File: src/rtl/aqalu_pkg.sv
// Shared AQALU constants and log-entry layout for the tick logger.
package aqalu_pkg;

  localparam int unsigned AQALU_DATA_W            = 8;
  localparam int unsigned AQALU_SEC_W             = 8;
  localparam int unsigned AQALU_TICK_CYCLES_10MHZ = 10_000_000;
  localparam int unsigned AQALU_LOG_DEPTH         = 4;

  // Log entry is {seconds, value}; value sits in the low bits.
  localparam int unsigned LOG_VALUE_LSB = 0;

  typedef struct packed {
    logic [AQALU_SEC_W-1:0]  seconds;
    logic [AQALU_DATA_W-1:0] value;
  } aqalu_log_entry_t;

  function automatic int unsigned log_seconds_lsb(input int unsigned data_w);
    return LOG_VALUE_LSB + data_w;
  endfunction

endpackage

File: src/rtl/aqalu_tick_logger_if.sv
// ALU sample input and log drain port of the tick logger.
interface aqalu_tick_logger_if
  import aqalu_pkg::*;
#(
  parameter int unsigned DATA_W = AQALU_DATA_W,
  parameter int unsigned SEC_W  = AQALU_SEC_W
);

  logic [DATA_W-1:0]       alu_out;
  logic                    capture_on_change;
  logic                    log_valid;
  logic                    log_ready;
  logic [SEC_W+DATA_W-1:0] log_data;
  logic [SEC_W-1:0]        seconds;
  logic                    tick;
  logic                    overflow;

  modport master (
    output alu_out, capture_on_change, log_ready,
    input  log_valid, log_data, seconds, tick, overflow
  );

  modport slave (
    input  alu_out, capture_on_change, log_ready,
    output log_valid, log_data, seconds, tick, overflow
  );

endinterface

File: src/rtl/aqalu_log_fifo.sv
// Synchronous show-ahead FIFO; a push while full is accepted only alongside a pop.
module aqalu_log_fifo
  import aqalu_pkg::*;
#(
  parameter int unsigned DEPTH = AQALU_LOG_DEPTH,
  parameter int unsigned WIDTH = 16
) (
  input  logic             clock,
  input  logic             reset,
  input  logic             push,
  input  logic [WIDTH-1:0] wdata,
  output logic             full,
  input  logic             pop,
  output logic             empty,
  output logic [WIDTH-1:0] rdata,
  output logic             drop
);

  localparam int unsigned AW    = (DEPTH > 1) ? $clog2(DEPTH) : 1;
  localparam int unsigned CNT_W = AW + 1;

  logic [WIDTH-1:0] r_mem [DEPTH];
  logic [AW-1:0]    r_wr_ptr;
  logic [AW-1:0]    r_rd_ptr;
  logic [CNT_W-1:0] r_count;

  logic w_do_pop;
  logic w_do_push;

  always_comb begin
    empty     = (r_count == '0);
    full      = (r_count == CNT_W'(DEPTH));
    w_do_pop  = pop && !empty;
    w_do_push = push && (!full || w_do_pop);
    drop      = push && !w_do_push;
    rdata     = r_mem[r_rd_ptr];
  end

  // Storage; when full the write slot equals the head being popped this cycle.
  always_ff @(posedge clock or posedge reset) begin
    if (reset) begin
      for (int i = 0; i < int'(DEPTH); i++) begin
        r_mem[i] <= '0;
      end
    end else if (w_do_push) begin
      r_mem[r_wr_ptr] <= wdata;
    end
  end

  always_ff @(posedge clock or posedge reset) begin
    if (reset) begin
      r_wr_ptr <= '0;
      r_rd_ptr <= '0;
      r_count  <= '0;
    end else begin
      if (w_do_push) r_wr_ptr <= r_wr_ptr + AW'(1);
      if (w_do_pop)  r_rd_ptr <= r_rd_ptr + AW'(1);
      r_count <= r_count + CNT_W'(w_do_push) - CNT_W'(w_do_pop);
    end
  end

endmodule

File: src/rtl/aqalu_tick_logger.sv
// Seconds timebase plus capture of the AQALU result into a tagged log FIFO.
module aqalu_tick_logger
  import aqalu_pkg::*;
#(
  parameter int unsigned TICK_CYCLES = AQALU_TICK_CYCLES_10MHZ,
  parameter int unsigned DEPTH       = AQALU_LOG_DEPTH,
  parameter int unsigned SEC_W       = AQALU_SEC_W,
  parameter int unsigned DATA_W      = AQALU_DATA_W
) (
  input  logic                 clock,
  input  logic                 reset,
  aqalu_tick_logger_if.slave   bus
);

  localparam int unsigned CNT_W   = (TICK_CYCLES > 1) ? $clog2(TICK_CYCLES) : 1;
  localparam int unsigned ENTRY_W = SEC_W + DATA_W;
  localparam int unsigned SEC_LSB = log_seconds_lsb(DATA_W);
  localparam logic [CNT_W-1:0] CNT_LAST = CNT_W'(TICK_CYCLES - 1);

  logic [CNT_W-1:0]   r_cnt;
  logic               r_tick;
  logic [SEC_W-1:0]   r_seconds;
  logic [DATA_W-1:0]  r_prev_out;
  logic               r_overflow;

  logic               w_tick;
  logic               w_change;
  logic               w_capture;
  logic [SEC_W-1:0]   w_sec_next;
  logic [ENTRY_W-1:0] w_entry;
  logic               w_pop;
  logic               w_full;
  logic               w_empty;
  logic               w_drop;
  logic [ENTRY_W-1:0] w_head;

  // Capture arbitration: tick and change collapse into a single push.
  always_comb begin
    w_tick     = (r_cnt == CNT_LAST);
    w_change   = bus.capture_on_change && (bus.alu_out != r_prev_out);
    w_capture  = w_tick || w_change;
    w_sec_next = w_tick ? (r_seconds + SEC_W'(1)) : r_seconds;
    w_entry    = '0;
    w_entry[LOG_VALUE_LSB +: DATA_W] = bus.alu_out;
    w_entry[SEC_LSB +: SEC_W]        = w_sec_next;
    w_pop      = !w_empty && bus.log_ready;
  end

  always_ff @(posedge clock or posedge reset) begin
    if (reset) begin
      r_cnt     <= '0;
      r_tick    <= 1'b0;
      r_seconds <= '0;
    end else begin
      r_cnt     <= w_tick ? '0 : (r_cnt + CNT_W'(1));
      r_tick    <= w_tick;
      r_seconds <= w_sec_next;
    end
  end

  always_ff @(posedge clock or posedge reset) begin
    if (reset) begin
      r_prev_out <= '0;
      r_overflow <= 1'b0;
    end else begin
      r_prev_out <= bus.alu_out;
      r_overflow <= r_overflow || w_drop;
    end
  end

  aqalu_log_fifo #(
    .DEPTH (DEPTH),
    .WIDTH (ENTRY_W)
  ) u_fifo (
    .clock (clock),
    .reset (reset),
    .push  (w_capture),
    .wdata (w_entry),
    .full  (w_full),
    .pop   (w_pop),
    .empty (w_empty),
    .rdata (w_head),
    .drop  (w_drop)
  );

  // A drop can only come from a full FIFO.
  a_drop_only_when_full : assert property (@(posedge clock) disable iff (reset) w_drop |-> w_full);

  assign bus.tick      = r_tick;
  assign bus.seconds   = r_seconds;
  assign bus.overflow  = r_overflow;
  assign bus.log_valid = !w_empty;
  assign bus.log_data  = w_head;

endmodule
File: src/flat_wrapper.sv
// flat-port wrapper written by rule: the top's interface ports become plain ports
module aqalu_tick_logger_flat import aqalu_pkg::*;
#(
  parameter int unsigned TICK_CYCLES = AQALU_TICK_CYCLES_10MHZ,
  parameter int unsigned DEPTH       = AQALU_LOG_DEPTH,
  parameter int unsigned SEC_W       = AQALU_SEC_W,
  parameter int unsigned DATA_W      = AQALU_DATA_W
)
  (clock, reset, bus_alu_out, bus_capture_on_change, bus_log_ready, bus_log_valid, bus_log_data, bus_seconds, bus_tick, bus_overflow);
  aqalu_tick_logger_if #(.DATA_W(DATA_W), .SEC_W(SEC_W)) bus_i ();
  input  logic clock;
  input  logic reset;
  input wire logic [$bits(bus_i.alu_out)-1:0] bus_alu_out;
  input wire logic [$bits(bus_i.capture_on_change)-1:0] bus_capture_on_change;
  input wire logic [$bits(bus_i.log_ready)-1:0] bus_log_ready;
  output wire logic [$bits(bus_i.log_valid)-1:0] bus_log_valid;
  output wire logic [$bits(bus_i.log_data)-1:0] bus_log_data;
  output wire logic [$bits(bus_i.seconds)-1:0] bus_seconds;
  output wire logic [$bits(bus_i.tick)-1:0] bus_tick;
  output wire logic [$bits(bus_i.overflow)-1:0] bus_overflow;
  assign bus_i.alu_out = bus_alu_out;
  assign bus_i.capture_on_change = bus_capture_on_change;
  assign bus_i.log_ready = bus_log_ready;
  assign bus_log_valid = bus_i.log_valid;
  assign bus_log_data = bus_i.log_data;
  assign bus_seconds = bus_i.seconds;
  assign bus_tick = bus_i.tick;
  assign bus_overflow = bus_i.overflow;
  aqalu_tick_logger #(.TICK_CYCLES(TICK_CYCLES), .DEPTH(DEPTH), .SEC_W(SEC_W), .DATA_W(DATA_W)) u_core (.clock(clock), .reset(reset), .bus(bus_i));
endmodule
File: config.mk
export PLATFORM = sky130hd
export DESIGN_NAME = aqalu_tick_logger_flat
export DESIGN_NICKNAME = d
export VERILOG_FILES = /design/src/rtl/aqalu_pkg.sv /design/src/rtl/aqalu_tick_logger_if.sv /design/src/rtl/aqalu_log_fifo.sv /design/src/rtl/aqalu_tick_logger.sv /design/src/flat_wrapper.sv
export SDC_FILE = /design/constraint.sdc
export NUM_CORES = 1
export LEC_CHECK = 0
export CAP_MARGIN = 20
export CORE_ASPECT_RATIO = 0.75
export CORE_MARGIN = 4
export CORE_UTILIZATION = 40
export DETAILED_ROUTE_END_ITERATION = 8
export PLACE_DENSITY = 0.69
export SETUP_SLACK_MARGIN = 0.05
export SLEW_MARGIN = 10
export SYNTH_ARGS = -nofsm -noshare
export SYNTH_HDL_FRONTEND = slang
export SYNTH_SLANG_ARGS = --single-unit
File: constraint.sdc
create_clock -name clock -period 3.7 [get_ports clock]
set_input_delay 0.555 -clock clock [delete_from_list [all_inputs] [get_ports clock]]
set_output_delay 0.555 -clock clock [all_outputs]
set_load 0.05 [all_outputs]
==> images/sizes.png <==
Drawn at 3 px/um.
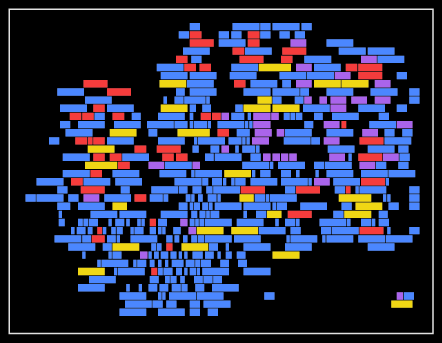
- blue: _0 and _1 cells (cells 344)
- purple: _3 and _4 cells (cells 39)
- yellow: _6 and larger (cells 26)
- red: _2 cells (cells 52)
final critical-path setup slack: 0.370 ns
post-route cell area: 6510 um2
area growth from synthesis to layout: 23.2%
buffer count excluding the clock tree in the final layout: 51

==> images/io_fan.png <==
Drawn at 2 px/um.
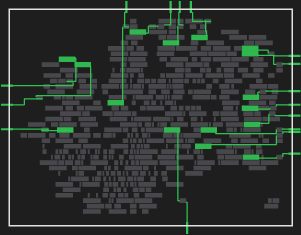
- green: `bus_log_data` (bits 16; direction output; edge 8 right, 4 top, 3 left, 1 bottom; end cells 16; buffers 16; wire 482 um)
Port Buffer Count: 38
IO Pins: 39

==> images/io_placement.png <==
Drawn at 3 px/um. Pins as bars across the die edge, other pins in gray.
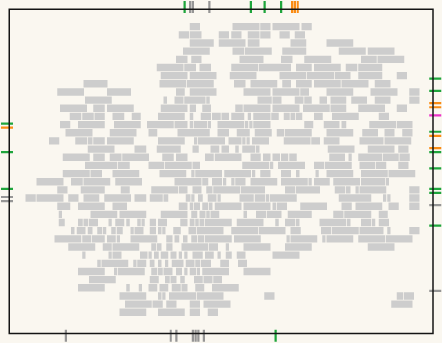
- magenta: `bus_capture_on_change` (pins 1; direction input; edge right)
- orange: `bus_alu_out` (pins 8; direction input; edge 4 right, 3 top, 1 left)
- green: `bus_log_data` (pins 16; direction output; edge 8 right, 4 top, 3 left, 1 bottom)
overall die width: 141 um
die span in y: 108 um

==> summary.txt <==
Figures from the implementation reports.

- The flow ran to the end, and the final reports show no timing, DRC or antenna violations.
- The detailed-route wire length per cell is 16.7 um.
- The root cell of the clock tree is sky130_fd_sc_hd__clkbuf_16.
- The final tally of max-slew violations is 0.
- Per the detail_route log, met2 wirelength is 4650 um.
- TritonCTS built the clock tree.
- The proportion of netlist area held by the largest area contributor reads 53.5%.
- In the routed layout, each cell is associated on average with a via count of 4.98.
- The count of endpoints failing setup in the final report is 0.
- The worst-case clock skew reads 0.00617 ns.
- Of the cells placed in the final design, the portion with a size suffix greater than 1 is 25.4%.
- The synthesized netlist cell count is 391.
- The CTS buffer count is 17.
- The antenna cell count reads 0.
- The standard cell area after detailed placement is 5870 um2.
- The maximum fanout count along the critical path reads 7.
- The number of enable flip-flop cells is 0.
- The pre-antenna-repair detailed-routing pass consisted of 4 iterations.
- In the final timing run, aggregate negative setup slack is 0 ns.
- The maximum buffer depth of the clock tree reads 2.
- The final critical-path required period reads 3.33 ns.
- The met3 track utilization from global routing reads 4.88%.
- Counting flops with an async set or reset pin after synthesis yields a share of 100%.
- The simple-gate share of the synthesized area reads 8.95%.
- met1 track demand over resource after global routing is 21.8%.
- The biggest area contributor in the post-synthesis netlist is sky130_fd_sc_hd__dfrtp_1.
- For this design, the CTS-stage hold fixing added 0 buffers.
- The adder and majority cell fraction of the synthesized area is 2.27%.
- The sum of net half-perimeters after detailed placement is 7010 um.
- The final-stage net count reads 469.
- The total via count in the routed design reads 3,146.
- The filler cell count is 1,118.
- The script parses the final routing iteration and logs DRC violations as 0.
- The number of core rows reads 36.
- The final hold slack is 0.491 ns.
- The number of antenna violations at the first check in global routing reads 0.
- The delay contributed by the slowest stage of the critical path is 0.67 ns.
- The sequential element share of the synthesized area reads 53.5%.
- The number of placed instances with taps included is 600.
- The critical path capture point type reads a register.
- At the floorplan stage, the core utilization is reported as 40.8%.
- The headroom to the max-slew limit reads 56.0%.
- The clock insertion delay at the later pin of the skew report is 0.41 ns.
- The area fraction in compound gates after synthesis is 1.56%.
## final timing paths
check,cells after the start,slack [ns],from,endpoint
setup / recovery,13,0.37,u_core.r_cnt[0],u_core.u_fifo.r_count[2]
hold / removal,1,0.49,u_core.r_cnt[0],u_core.r_cnt[0]
setup reg to reg,13,0.37,u_core.r_cnt[0],u_core.u_fifo.r_count[2]
hold reg to reg,1,0.49,u_core.r_cnt[0],u_core.r_cnt[0]
max in group asynchronous,3,2.59,reset,u_core.u_fifo.r_mem[62]
min in group asynchronous,3,0.63,reset,u_core.u_fifo.r_mem[60]
## cells by family after synthesis
kind of cell,after synthesis
flops,113
simple gates,88
mux,82
buf+inv,50
xor+xnor,42
fa+ha+maj,9
compound gates,7
## cell type report
cell class | instances | area (um2) | area share (%)
repair buffers | 51 | 490 | 7.53
well taps | 171 | 214 | 3.28
inverters | 37 | 141 | 2.17
flip-flops and latches | 113 | 2830 | 43.4
clock buffers | 22 | 484 | 7.43
clock inverters | 10 | 155 | 2.38
multi-input cells | 228 | 2200 | 33.8
## cells in the final DEF (no fill, tap or decap), drive strengths merged, types with 16 or more instances in the layout
cell           count
mux4              16
nor2              19
clkdlybuf4s50     38
mux2i             20
dfrtp            113
xor2              16
xnor2             26
inv               37
clkbuf            22
mux2              46
## flip-flops by register name, summed over array words and instances (netlist names)
signal and count:
u_core.bus.seconds 8, u_core.u_fifo.r_wr_ptr 2, u_core.u_fifo.r_rd_ptr 2, u_core.bus.tick 1
u_core.r_prev_out 8, u_core.u_fifo.r_count 3, u_core.bus.overflow 1, u_core.u_fifo.r_mem 64
u_core.r_cnt 24
## report_power, final
part           total (mW)  internal [mW]  switching, mW  leakage, nW
sequential           1.64           1.48          0.157         1.46
clock                1.76           1.19          0.562        0.312
combinational        1.57          0.759          0.807         1.08
total                4.96           3.43           1.53         2.85
Power is estimated from default activity; no workload was simulated.
